==> src/rtl/seq_detect_pkg.sv <==
// Shared types and helpers for the serial sequence detector.
package seq_detect_pkg;

  localparam int unsigned MAX_LEN_DEF = 16;
  localparam int unsigned CNT_W_DEF   = 8;
  localparam int unsigned MASK_W      = 32;

  typedef enum logic [1:0] {
    StIdle,
    StRun,
    StDone
  } state_e;

  function automatic int unsigned len_w_f(input int unsigned max_len);
    return $clog2(max_len + 1);
  endfunction

  localparam int unsigned LEN_W_DEF = len_w_f(MAX_LEN_DEF);

  // Low mask with 'len' ones; wide enough for any supported MAX_LEN.
  function automatic logic [MASK_W-1:0] mask_f(input logic [MASK_W-1:0] len);
    logic [MASK_W-1:0] m;
    m = '0;
    for (int unsigned i = 0; i < MASK_W; i++) begin
      m[i] = (i < len);
    end
    return m;
  endfunction

endpackage

==> src/rtl/seq_shift_match.sv <==
// Serial shift register with fill tracking and masked pattern compare.
module seq_shift_match
  import seq_detect_pkg::*;
#(
  parameter int unsigned MAX_LEN = MAX_LEN_DEF,
  parameter int unsigned LEN_W   = LEN_W_DEF
) (
  input  logic               clk,
  input  logic               reset,
  input  logic               i_clr,
  input  logic               i_en,
  input  logic               i_x,
  input  logic [MAX_LEN-1:0] i_pattern,
  input  logic [LEN_W-1:0]   i_len,
  output logic               o_hit
);

  logic [MAX_LEN-1:0] r_shift;
  logic [LEN_W-1:0]   r_fill;
  logic [MASK_W-1:0]  w_diff;

  always_ff @(posedge clk or posedge reset) begin
    if (reset) begin
      r_shift <= '0;
      r_fill  <= '0;
    end else if (i_clr) begin
      r_shift <= '0;
      r_fill  <= '0;
    end else if (i_en) begin
      r_shift <= {r_shift[MAX_LEN-2:0], i_x};
      if (r_fill < i_len) begin
        r_fill <= r_fill + 1'b1;
      end
    end
  end

  always_comb begin
    w_diff              = '0;
    w_diff[MAX_LEN-1:0] = r_shift ^ i_pattern;
  end

  // A hit needs a full window of fresh bits, so stale history never matches.
  assign o_hit = (r_fill == i_len) && ((w_diff & mask_f(MASK_W'(i_len))) == '0);

endmodule

==> src/rtl/seq_detect_ctrl.sv <==
// Run controller: config handshake, run FSM and match counter around seq_shift_match.
module seq_detect_ctrl
  import seq_detect_pkg::*;
#(
  parameter  int unsigned MAX_LEN = MAX_LEN_DEF,
  parameter  int unsigned CNT_W   = CNT_W_DEF,
  localparam int unsigned LEN_W   = len_w_f(MAX_LEN)
) (
  input  logic               clk,
  input  logic               reset,
  input  logic               cfg_valid_i,
  output logic               cfg_ready_o,
  input  logic [MAX_LEN-1:0] cfg_pattern_i,
  input  logic [LEN_W-1:0]   cfg_len_i,
  input  logic [CNT_W-1:0]   cfg_target_i,
  output logic               cfg_err_o,
  input  logic               start_i,
  input  logic               abort_i,
  input  logic               x_i,
  output logic               busy_o,
  output logic               detect_o,
  output logic [CNT_W-1:0]   match_cnt_o,
  output logic               done_o
);

  state_e             r_state;
  state_e             w_state_nxt;
  logic               r_cfg_valid;
  logic [MAX_LEN-1:0] r_pattern;
  logic [LEN_W-1:0]   r_len;
  logic [CNT_W-1:0]   r_target;
  logic [CNT_W-1:0]   r_cnt;
  logic               r_busy;
  logic               r_done;
  logic               r_cfg_ready;
  logic               r_cfg_err;

  logic               w_cfg_take;
  logic               w_len_ok;
  logic               w_start;
  logic               w_run;
  logic               w_hit;
  logic               w_detect;
  logic               w_tgt_hit;
  logic               w_run_entry;
  logic [CNT_W-1:0]   w_cnt_inc;

  assign w_cfg_take = cfg_valid_i & r_cfg_ready;
  assign w_len_ok   = (cfg_len_i != '0) && (cfg_len_i <= LEN_W'(MAX_LEN));
  // A config offer always takes precedence over a start in the same cycle.
  assign w_start    = start_i & r_cfg_valid & ~cfg_valid_i;
  assign w_run      = (r_state == StRun);
  assign w_detect   = w_hit & w_run;
  assign w_cnt_inc  = (r_cnt == '1) ? r_cnt : r_cnt + 1'b1;
  assign w_tgt_hit  = w_detect && (r_target != '0) && (w_cnt_inc == r_target);

  always_comb begin
    w_state_nxt = r_state;
    unique case (r_state)
      StIdle, StDone: begin
        if (abort_i || (w_cfg_take && w_len_ok)) begin
          w_state_nxt = StIdle;
        end else if (w_start) begin
          w_state_nxt = StRun;
        end
      end
      StRun: begin
        if (abort_i) begin
          w_state_nxt = StIdle;
        end else if (w_tgt_hit) begin
          w_state_nxt = StDone;
        end
      end
      default: w_state_nxt = StIdle;
    endcase
  end

  assign w_run_entry = !w_run && (w_state_nxt == StRun);

  always_ff @(posedge clk or posedge reset) begin
    if (reset) begin
      r_state     <= StIdle;
      r_cfg_valid <= 1'b0;
      r_pattern   <= '0;
      r_len       <= '0;
      r_target    <= '0;
      r_cnt       <= '0;
      r_busy      <= 1'b0;
      r_done      <= 1'b0;
      r_cfg_ready <= 1'b1;
      r_cfg_err   <= 1'b0;
    end else begin
      r_state     <= w_state_nxt;
      r_busy      <= (w_state_nxt == StRun);
      r_done      <= (w_state_nxt == StDone);
      r_cfg_ready <= (w_state_nxt != StRun);
      r_cfg_err   <= w_cfg_take & ~w_len_ok;
      if (w_cfg_take && w_len_ok) begin
        r_pattern   <= cfg_pattern_i;
        r_len       <= cfg_len_i;
        r_target    <= cfg_target_i;
        r_cfg_valid <= 1'b1;
      end
      if (w_run_entry) begin
        r_cnt <= '0;
      end else if (w_detect) begin
        r_cnt <= w_cnt_inc;
      end
    end
  end

  seq_shift_match #(
    .MAX_LEN (MAX_LEN),
    .LEN_W   (LEN_W)
  ) u_match (
    .clk       (clk),
    .reset     (reset),
    .i_clr     (w_run_entry),
    .i_en      (w_run),
    .i_x       (x_i),
    .i_pattern (r_pattern),
    .i_len     (r_len),
    .o_hit     (w_hit)
  );

  assign cfg_ready_o = r_cfg_ready;
  assign cfg_err_o   = r_cfg_err;
  assign busy_o      = r_busy;
  assign done_o      = r_done;
  assign detect_o    = w_detect;
  assign match_cnt_o = r_cnt;

endmodule
==> config.mk <==
export PLATFORM = sky130hd
export DESIGN_NAME = seq_detect_ctrl
export DESIGN_NICKNAME = d
export VERILOG_FILES = /design/src/rtl/seq_detect_pkg.sv /design/src/rtl/seq_shift_match.sv /design/src/rtl/seq_detect_ctrl.sv
export SDC_FILE = /design/constraint.sdc
export NUM_CORES = 1
export LEC_CHECK = 0
export CAP_MARGIN = 20
export CORE_UTILIZATION = 36
export DETAILED_ROUTE_END_ITERATION = 6
export GPL_TIMING_DRIVEN = 0
export SYNTH_ARGS = -nofsm -noshare
export SYNTH_HDL_FRONTEND = slang
export SYNTH_HIERARCHICAL = 1
export SYNTH_SLANG_ARGS = --single-unit
==> constraint.sdc <==
create_clock -name clk -period 2.76 [get_ports clk]
set_input_delay 0.276 -clock clk [delete_from_list [all_inputs] [get_ports clk]]
set_output_delay 0.276 -clock clk [all_outputs]
set_load 0.02 [all_outputs]
Cell sizes after repair:
Drawn at 3 px/um.
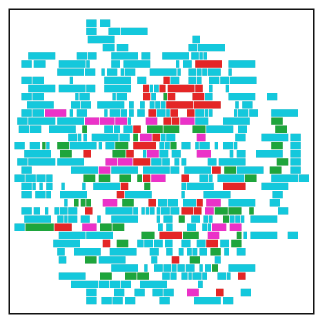
Key: green = _2 cells [cells 48, share 12%]; cyan = _0 and _1 cells [cells 301, share 73%]; magenta = _6 and larger [cells 22, share 5.4%]; red = _3 and _4 cells [cells 40, share 9.7%]
Layout area overhead: 33.3%
number of ordinary and repair buffers in the finished layout: 87
final design area excluding fillers: 0.00470 sq mm
PnR worst setup slack: -0.140 ns

Cell classes on the final placement:
Drawn at 4 px/um.
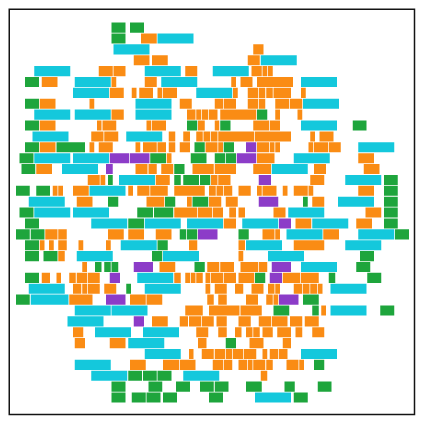
Key: purple = clock drivers and dummy loads [cells 16, share of their area 3.9%]; green = other buffers and delay cells [cells 87, share of their area 17%]; cyan = flops [cells 65, share of their area 36%]; orange = combinational and other logic [cells 243, share of their area 43%]
sequential fraction of total cell area: 0.346
core area: 0.00937 sq mm

Metal 3:
Drawn at 4 px/um.
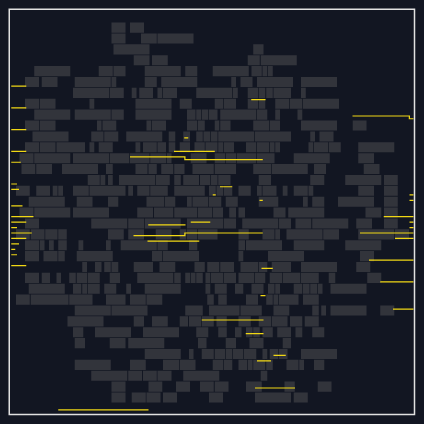
41 nets have wire on it. The layer holds 3.5% of the routed length.

==> notes.md <==
flow finished, numbers: clock tree root driver cell clkbuf_8, initial standard-cell utilization of the core 0.376, RSZ-0062 raised after global routing yes, ordered list of cells on the worst path buf_6, buf_6, a211oi_2, o22ai_2, a2111oi_2, nand4b_1, a311oi_2, nand2_2, a211oi_2, o2111ai_2, nor4_4, buf_4, a31o_1, sequential share of power 0.449, crit path time final 2.90 ns, clock network fraction of total power 0.257, share of the cycle needed by the critical path after routing 1.05, net count after synthesis 368, upper clock frequency limit 0.345 GHz, GR met2 Demand/Resource 0.257, die outline area 0.0102 sq mm, Static Leakage 1.93 nW, switching pwr 948 uW, first-pass iteration count of the detailed router 4, Logic pwr share 0.294, share of flip-flops with an asynchronous set or reset after synthesis 1.00, overall fraction of global-route tracks in use 0.173, Setup Crit Path Kind register to register, Syn Inst Count 326, initial antenna violation count 0, clock skew after layout 0.00809 ns, cell area after synthesis 0.00353 sq mm, instance count after placement with tap cells included 503, total number of H-tree levels 3, number of nets still failing antenna checks after routing 0, crit path buf inv count 3, final setup violation count 8, switching share of total power 0.333, maximum number of pins on one net before global-route repair 37, power density normalized to cell area 606 mW/mm^2, PnR worst setup slack -0.140 ns, max-cap viol count 0, I/O pin cnt 48, Int Power 1.90 mW, clock sink total 65, number of antenna cells inserted 0, Max IR drop VDD 0.379 mV, top_reg_cell synth dfrtp_1, Synth warnings 6, gr ovfl total 0, number of cell instances on the worst register-to-register path 13, Worst setup EP type register, nets 448, met3 usage in global routing 0.0402, height of the chip 101 um, Routability Congestion 0.867, critical path's top delay family AND-OR/OR-AND gates, total negative setup slack -0.691 ns, most common cell after layout, fill and taps aside dfrtp_1, slowest stage cell, crit path dfrtp_1, reg2reg setup slack -0.14 ns, CTS tree done, via/cell ratio 5.05, aggregate routed wire length 8.06 mm, global routing met1 resource utilization 0.248, launch instance of the worst register-to-register path r_len[3], post-layout instance count excluding filler cells 540, Inserted Clock Buffers 9, Std-Cell Rows 35, Worst-Skew Late Latency 0.34 ns, Post-route DRC 0, routed len/inst 14.9 um, DIE WIDTH 101 um, layout cells sized above 1 0.268, total vias in the final route 2728, failing checks setup timing, post-synthesis cell count from yosys 326, data arrival time of the critical path 3.17 ns, most utilized layer in the global route result met2, outcome finished, violations left, share of the yosys chip area belonging to registers 0.462
==> how the worst max path moves through the flow <==
| stage | start | endpoint | slack (ns) | depth (start not counted) |
|---|---|---|---|---|
| after floorplan | r_len[3] | done_o | 0.003 | 13 |
| after global placement | r_len[3] | detect_o | -0.53 | 11 |
| after detailed placement | r_len[3] | detect_o | -0.53 | 11 |
| after CTS | r_len[3] | done_o | -0.21 | 14 |
| after global routing | r_len[4] | done_o | -0.27 | 13 |
| final | r_len[3] | done_o | -0.14 | 13 |
==> per-layer routing <==
metal,vias to the layer above,share of wire
li1,1327,-
met1,1331,0.51
met2,60,0.44
met3,10,0.035
met4,0,0.013
met5,-,0
==> Yosys cell counts, types with 8 or more instances <==
master   count  share of area
o21ai_0     11          0.016
nand3_1      8          0.011
mux2_1       8          0.026
nand2_1     12          0.013
dfrtp_1     64           0.45
mux2_2      20          0.064
nor2_1      36          0.038
xnor2_1     25          0.062
a21oi_1     11          0.016
inv_1       13          0.014
mux2i_1     18          0.051
buf_2        8          0.011
==> cell type report <==
| class | count | area [sq um] | share of cell area |
|---|---|---|---|
| repair buffers | 69 | 664 | 0.141 |
| plain buffers | 18 | 128 | 0.0271 |
| clock buffers | 9 | 124 | 0.0264 |
| multi-input cells | 230 | 1880 | 0.401 |
| inverters | 13 | 58.8 | 0.0125 |
| well taps | 129 | 161 | 0.0343 |
| flip-flops and latches | 65 | 1630 | 0.346 |
| clock inverters | 7 | 53.8 | 0.0114 |
==> timing repair <==
action	in CTS	in global routing
resized	26	13
pin swaps	18	9
setup endpoints to repair	13	11
setup buffers	17	4
==> flip-flops by register name, indices dropped and copies added (netlist names), 2 cells and up <==
register,count
r_len,5
r_pattern,16
r_target,8
r_state,2
u_match/r_fill,5
match_cnt_o,8
u_match/r_shift,16
==> worst reg2reg max path: cells and delay by family (launching register included) <==
kind | cells | cell delay [ns]
AOI/OAI and AO/OA | 7 | 1.48
buffers and inverters | 3 | 0.44
DFF | 1 | 0.41
and+or+nand+nor | 3 | 0.51
==> stage by stage <==
| stage | hold slack, ns | cell area, sq um | total power, mW | utilization | setup slack (ns) |
|---|---|---|---|---|---|
| after floorplan | 0.253 | 3570 | 1.77 | - | 0.00289 |
| after global placement | 0.451 | 4200 | 1.97 | 0.448 | -0.527 |
| after detailed placement | 0.452 | 4220 | 1.99 | 0.450 | -0.529 |
| after CTS | 0.188 | 4610 | 2.85 | 0.492 | -0.207 |
| after global routing | 0.206 | 4700 | 3.04 | 0.502 | -0.271 |
| final | 0.194 | 4700 | 2.85 | 0.502 | -0.140 |
==> kinds of logic after synthesis <==
family | count (synthesis) | share of synthesized area
xor+xnor | 32 | 0.0795
flops | 65 | 0.462
buf+inv | 31 | 0.0444
fa+ha+maj | 7 | 0.0248
simple gates | 88 | 0.137
mux | 46 | 0.141
compound gates | 57 | 0.112
==> power by group through the flow <==
stage | clock [mW] | combinational (mW) | sequential (mW)
global placement | 0 | 0.685 | 1.29
floorplan | 0 | 0.526 | 1.25
finish | 0.732 | 0.837 | 1.28
detailed placement | 0 | 0.703 | 1.29
CTS | 0.758 | 0.815 | 1.28
global route | 0.816 | 0.926 | 1.30
Power and IR drop assume default switching activity.
